clock_nets.png
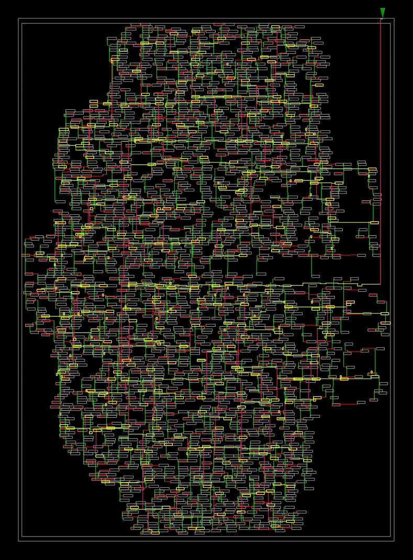
pinout.png
Pins as bars across the die edge, other pins in grey.
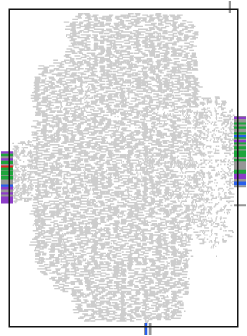
layers.png
Scale bar: 100 um.
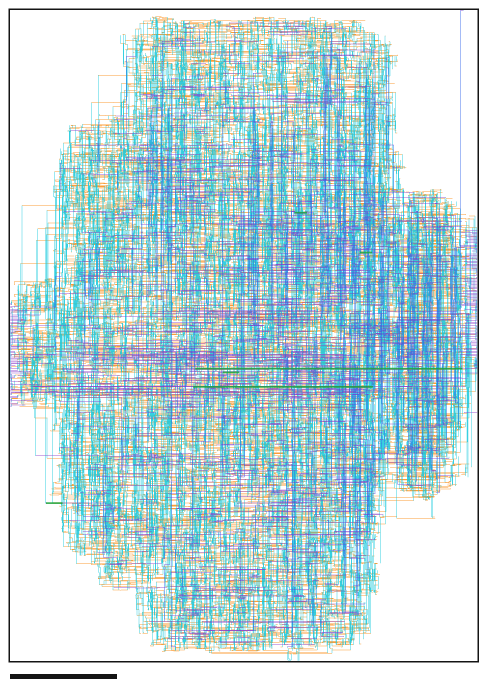
clock_wires.png
Scale bar: 100 um.
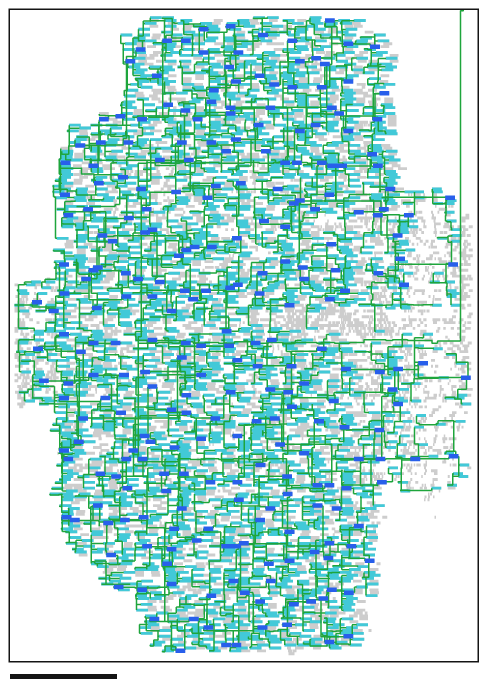
ff_map.png
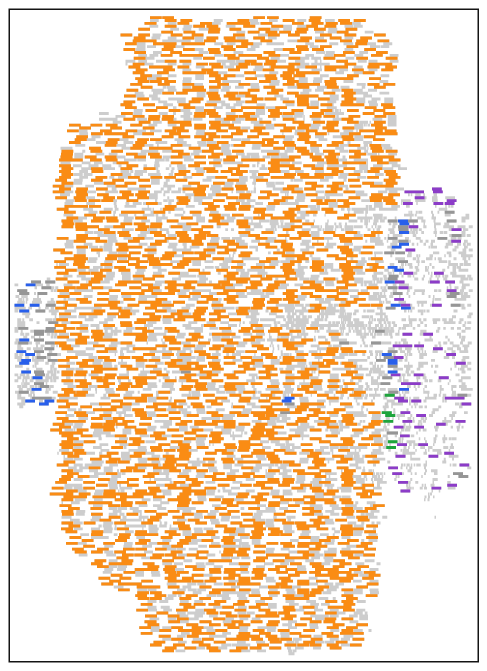
`config.mk`:
```
export PLATFORM = sky130hd
export DESIGN_NAME = reg_block_v2
export DESIGN_NICKNAME = d
export VERILOG_FILES = /design/src/rtl/reg_block_v2.sv
export SDC_FILE = /design/constraint.sdc
export NUM_CORES = 2
export LEC_CHECK = 0
export ABC_CLOCK_PERIOD_IN_PS = 7600
export CAP_MARGIN = 20
export CORE_ASPECT_RATIO = 1.4
export CORE_MARGIN = 4
export CORE_UTILIZATION = 40
export CTS_CLUSTER_SIZE = 10
export DETAILED_ROUTE_END_ITERATION = 8
export GPL_TIMING_DRIVEN = 1
export SLEW_MARGIN = 30
export SYNTH_ARGS = -nofsm -noshare
export SYNTH_HDL_FRONTEND = slang
export SYNTH_SLANG_ARGS = --single-unit
```
`constraint.sdc`:
```
create_clock -name clk -period 7.6 [get_ports clk]
set_input_delay 1.14 -clock clk [delete_from_list [all_inputs] [get_ports clk]]
set_output_delay 1.14 -clock clk [all_outputs]
set_load 0.05 [all_outputs]
```
`src/rtl/reg_block_v2.sv`:
```
// ============================================================================
// reg_block_v2 : register file with reserve/busy tracking, write bypass,
//                immediate operand mux and a self-clearing start-up sequence.
// Revision     : 1.0
// ============================================================================
`default_nettype none

module reg_block_v2 #(
  parameter int DWIDTH   = 32,
  parameter int RWIDTH   = 6,
  parameter int IMM_IN   = 15,
  parameter int SIGN_EXT = 1
) (
  input  logic              clk,
  input  logic              rst_n,
  input  logic [RWIDTH-1:0] rs,
  input  logic [RWIDTH-1:0] rt,
  input  logic [RWIDTH-1:0] rd,
  input  logic [DWIDTH-1:0] wd,
  input  logic              we,
  input  logic              res_en,
  input  logic [RWIDTH-1:0] res_addr,
  input  logic              clr_start,
  input  logic              mux_sel,
  input  logic [IMM_IN-1:0] imm_in,
  output logic [DWIDTH-1:0] opA,
  output logic [DWIDTH-1:0] opB,
  output logic [DWIDTH-1:0] opBwd,
  output logic              opA_busy,
  output logic              opB_busy,
  output logic              ready
);

  localparam int DEPTH = 2**RWIDTH;
  localparam bit SEXT  = (SIGN_EXT != 0);

  typedef enum logic [0:0] {
    CLEAR = 1'b0,
    IDLE  = 1'b1
  } state_t;

  state_t              state_q, state_d;
  logic [RWIDTH-1:0]   clr_cnt_q, clr_cnt_d;
  logic [DEPTH-1:0]    busy_q, busy_d;
  logic [DWIDTH-1:0]   regs_q [DEPTH];

  logic [DWIDTH-1:0]   opA_q, opA_d;
  logic [DWIDTH-1:0]   opB_q, opB_d;
  logic [DWIDTH-1:0]   opBwd_q, opBwd_d;
  logic                opA_busy_q, opA_busy_d;
  logic                opB_busy_q, opB_busy_d;

  logic                wr_en;
  logic                rsv_en;
  logic [DWIDTH-1:0]   imm_ext;
  logic [DWIDTH-1:0]   rs_data;
  logic [DWIDTH-1:0]   rt_data;

  assign wr_en   = (state_q == IDLE) && we && (rd != '0);
  assign rsv_en  = (state_q == IDLE) && res_en && (res_addr != '0);
  assign imm_ext = {{(DWIDTH-IMM_IN){SEXT & imm_in[IMM_IN-1]}}, imm_in};

  // Same-cycle write is forwarded so a dependent read never sees stale data.
  assign rs_data = (wr_en && (rd == rs)) ? wd : ((rs == '0) ? '0 : regs_q[rs]);
  assign rt_data = (wr_en && (rd == rt)) ? wd : ((rt == '0) ? '0 : regs_q[rt]);

  always_comb begin
    state_d    = state_q;
    clr_cnt_d  = clr_cnt_q;
    busy_d     = busy_q;
    opA_d      = '0;
    opB_d      = '0;
    opBwd_d    = '0;
    opA_busy_d = 1'b0;
    opB_busy_d = 1'b0;
    case (state_q)
      CLEAR: begin
        busy_d[clr_cnt_q] = 1'b0;
        clr_cnt_d         = clr_cnt_q + 1'b1;
        if (clr_cnt_q == {RWIDTH{1'b1}}) state_d = IDLE;
      end
      IDLE: begin
        if (wr_en)  busy_d[rd]       = 1'b0;
        // Reserve is applied after the write so it wins on an address clash.
        if (rsv_en) busy_d[res_addr] = 1'b1;
        busy_d[0]  = 1'b0;
        opA_d      = rs_data;
        opBwd_d    = rt_data;
        opB_d      = mux_sel ? imm_ext : rt_data;
        opA_busy_d = busy_d[rs];
        opB_busy_d = !mux_sel && busy_d[rt];
        if (clr_start) begin
          state_d   = CLEAR;
          clr_cnt_d = '0;
        end
      end
      default: begin
        state_d   = CLEAR;
        clr_cnt_d = '0;
      end
    endcase
  end

  always_ff @(posedge clk or negedge rst_n) begin
    if (!rst_n) begin
      state_q    <= CLEAR;
      clr_cnt_q  <= '0;
      busy_q     <= '0;
      opA_q      <= '0;
      opB_q      <= '0;
      opBwd_q    <= '0;
      opA_busy_q <= 1'b0;
      opB_busy_q <= 1'b0;
    end else begin
      state_q    <= state_d;
      clr_cnt_q  <= clr_cnt_d;
      busy_q     <= busy_d;
      opA_q      <= opA_d;
      opB_q      <= opB_d;
      opBwd_q    <= opBwd_d;
      opA_busy_q <= opA_busy_d;
      opB_busy_q <= opB_busy_d;
    end
  end

  // Storage has no reset; the CLEAR walk zeroes it after reset release.
  always_ff @(posedge clk) begin
    if (state_q == CLEAR) regs_q[clr_cnt_q] <= '0;
    else if (wr_en)       regs_q[rd]        <= wd;
  end

  assign opA      = opA_q;
  assign opB      = opB_q;
  assign opBwd    = opBwd_q;
  assign opA_busy = opA_busy_q;
  assign opB_busy = opB_busy_q;
  assign ready    = (state_q == IDLE);

endmodule

`default_nettype wire

```
==> impl_metrics.csv <==
group,metric,value,unit
floorplanning,fp.dieArea,0.2668,mm2
sta,grt_setup_unrepaired,"no",
worst_setup_path,critPathKind,"primary input to flop",
cts,post_cts_resize_count,0,
yosys,post-synth-top-area-cell,"edfxtp_1",
worst_setup_path,path_delay_family,"simple AND/OR/NAND/NOR gates",
worst_setup_path,worst_r2r_path_depth,9,
yosys,post_synth_edffs,2048,
cells_and_area,footprint_of_the_flip_flops_and_latches,0.06571,mm2
cells_and_area,logic_area,0.03646,mm2
sta,setup-tns-final,0,ns
yosys,synth.lib_cells_used.distinct,81,
grt,gr-usage-all-layers,28.46,%
cts,path_clk_slew,0.06,ns
worst_setup_path,critical_path.reg2reg.startpoint,"ready",
worst_setup_path,cp_num_buf_inv,4,
sta,tightest_slew,1.072,ns
routing,detailedRoute.firstPassIterationCount,6,
floorplanning,fp-utilization,40.26,%
grt,first_pass_grt_wire_length,524.4,mm
cells_and_area,syn2layout_area_growth,14.33,%
routing,via_per_inst,6.859,
yosys,async_flop_share,7.581,%
routing,antenna_violating_nets_post_route,0,
yosys,syn-cell-area,0.1034,mm2
cts,clock_tree_from_tritoncts,"done",
yosys,synth.yosys.chip_area,0.1034,mm2
worst_setup_path,r2r_slack,2.77,ns
grt,grt_max_degree,103,
outcome,outcome,"finished clean",
worst_setup_path,cp_cell_sequence,"clkdlybuf4s50_1, buf_4, or4_4, o311a_2, buf_4, o21ai_0, nand2_1, nor2_4, buf_4",
yosys,top_cells_by_area,"edfxtp_1 (59%), mux4_2 (27%), dfrtp_1 (4.1%), o21ai_0 (1.1%), nand2_1 (0.99%)",
worst_setup_path,crit_slowest_cell,"nor2_4",
worst_setup_path,timing.critical_path.slowest_cell_delay,0.85,ns
worst_setup_path,endpoint_kind,"flop",
floorplanning,rows,220,
worst_hold_path,hold_class,"primary input to asynchronous set/reset pin",
routing,routed_wl,383.4,mm
yosys,yosys-stat-cells,5233,
power_and_ir_drop,p_leak,37.98,nW
yosys,fp_nets,5311,
worst_setup_path,worst_ep_arrival_time,5.48,ns
power_and_ir_drop,irDropWorstVdd,0.1884,mV
floorplanning,core_area,0.2568,mm2
power_and_ir_drop,powerDensity,266.9,mW/mm2
grt,antenna_found_initial,25,
yosys,synth_top_area_share,59.47,%
cts,clk_latency,0.86,ns
sta,final_tally_of_hold_violations,0,
yosys,ff_type,"edfxtp_1",
routing,route.vias.total,61961,
cts,postCtsSetupRepairBufs,0,
## Picture notes: clock_nets.png
number of sequential cells in the layout: 2216
clk_skew: 0.06772 ns
number of buffers created by CTS: 266
sink count of the clock tree: 2216
power consumed by the clock network: 0.0115 W

## Picture notes: pinout.png
port	colour	pins	direction	edge
imm_in	purple	15	input	10 left, 5 right
opA	green	32	output	18 right, 14 left
rs	blue	6	input	4 right, 1 bottom, 1 left
mux_sel	red	1	input	left

## Picture notes: layers.png
layer	colour	wire length
M2	cyan	182 mm
M4	blue	25.0 mm
M3	purple	40.5 mm
M1	orange	135 mm
M5	green	463 um

## Picture notes: clock_wires.png
[flip-flops] cyan | count: 2216
[clock-net drivers] blue | count: 266
[clock wires] green | length: 29.6 mm
routed clock nets	267

## Picture notes: ff_map.png
name in the netlist	colour	sequential cells
regs_q	orange	2048
opB	blue	32
busy_q	purple	63
clr_cnt_q	green	6
not coloured	67

where the power goes:
part / leakage, nW / internal, W / total, W / switching [W]
Clock: 3.58 / 0.00663 / 0.0115 / 0.00488
Combinational: 12.7 / 0.00179 / 0.00527 / 0.00348
Sequential: 21.7 / 0.0143 / 0.0148 / 0.000463
Total: 38.0 / 0.0227 / 0.0315 / 0.00883
metrics by stage:
stage	total power [W]	utilization (%)	hold slack [ns]	area (um2)	cells
after global routing	0.03238	46.03	0.2508	118200	9027
final	0.03155	46.03	0.2398	118200	9033
after floorplan	0.01767	-	0.4826	103400	5233
after global placement	0.02008	43.01	0.5040	110500	8666
after detailed placement	0.02019	43.13	0.5181	110800	8677
after CTS	0.03161	45.99	0.2199	118100	9024
worst max-delay path by stage:
stage / slack, ns / startpoint / cells after the start / to
global route: 2.55 / rd[1] / 9 / regs_q[25][13]
detailed placement: 1.82 / rd[1] / 9 / regs_q[25][10]
CTS: 2.67 / rd[1] / 9 / regs_q[25][10]
global placement: 1.92 / rd[1] / 9 / regs_q[62][13]
finish: 2.60 / rd[1] / 9 / regs_q[25][10]
floorplan: 2.86 / rd[0] / 8 / regs_q[44][0]
layout make-up:
cell class	count	area share, %
sequential	2216	55.58
antenna	7	0.01482
timing repair buffer	420	3.646
inverter	14	0.05186
tap	3441	3.642
multi-input combinational	2588	30.84
clock buffer	331	6.061
clock inverter	16	0.1662
registers in the layout (all words and copies together) (netlist names):
signal	flops
clr_cnt_q	6
opB_busy	1
regs_q	2048
opBwd	32
opA_busy	1
busy_q	63
opB	32
ready	1
opA	32
layer usage:
| metal | part of all wire [%] | GRT usage [%] | up-vias |
|---|---|---|---|
| li1 | - | - | 23136 |
| met1 | 35 | 35.86 | 33632 |
| met2 | 48 | 44.93 | 4241 |
| met3 | 11 | 7.583 | 940 |
| met4 | 6.5 | 15.76 | 12 |
| met5 | 0.12 | 0 | - |
layout by cell type, fill, tap and decap left out, types with 9 or more instances in the layout:
cell type / instances
and3_1: 15
nand4_1: 12
a22oi_1: 48
a32oi_1: 10
or3_1: 9
a31oi_1: 19
o22ai_1: 27
nand4b_1: 11
a221o_1: 11
nor2_1: 58
a22o_1: 56
nand2b_1: 21
clkbuf_16: 278
edfxtp_1: 2048
nand2_1: 272
mux4_2: 1239
buf_4: 193
mux2i_1: 52
and2_2: 9
clkdlybuf4s50_1: 161
and2_4: 11
nor2b_1: 11
dfrtp_1: 167
clkbuf_1: 52
o21ai_0: 228
nor2_4: 60
o211ai_1: 49
and2_1: 20
buf_12: 42
nand3_1: 73
a221oi_1: 26
o2111ai_1: 9
buf_16: 9
a21oi_1: 55
o21ai_1: 19
nor3_1: 13
kinds of logic (layout without fill, tap and decap cells):
family,Yosys count,in the layout,share of synthesized area [%]
DFF,2216,2216,63.54
muxes,1292,1292,27.50
and+or+nand+nor,658,658,3.043
AOI/OAI and AO/OA,622,622,3.974
buffers and inverters,429,781,1.808
xor gates and xnor gates,15,15,0.1271
adders and majority gates,1,1,0.01210
other,0,7,0
No activity file was given, so power comes from the tool's default toggle rates.
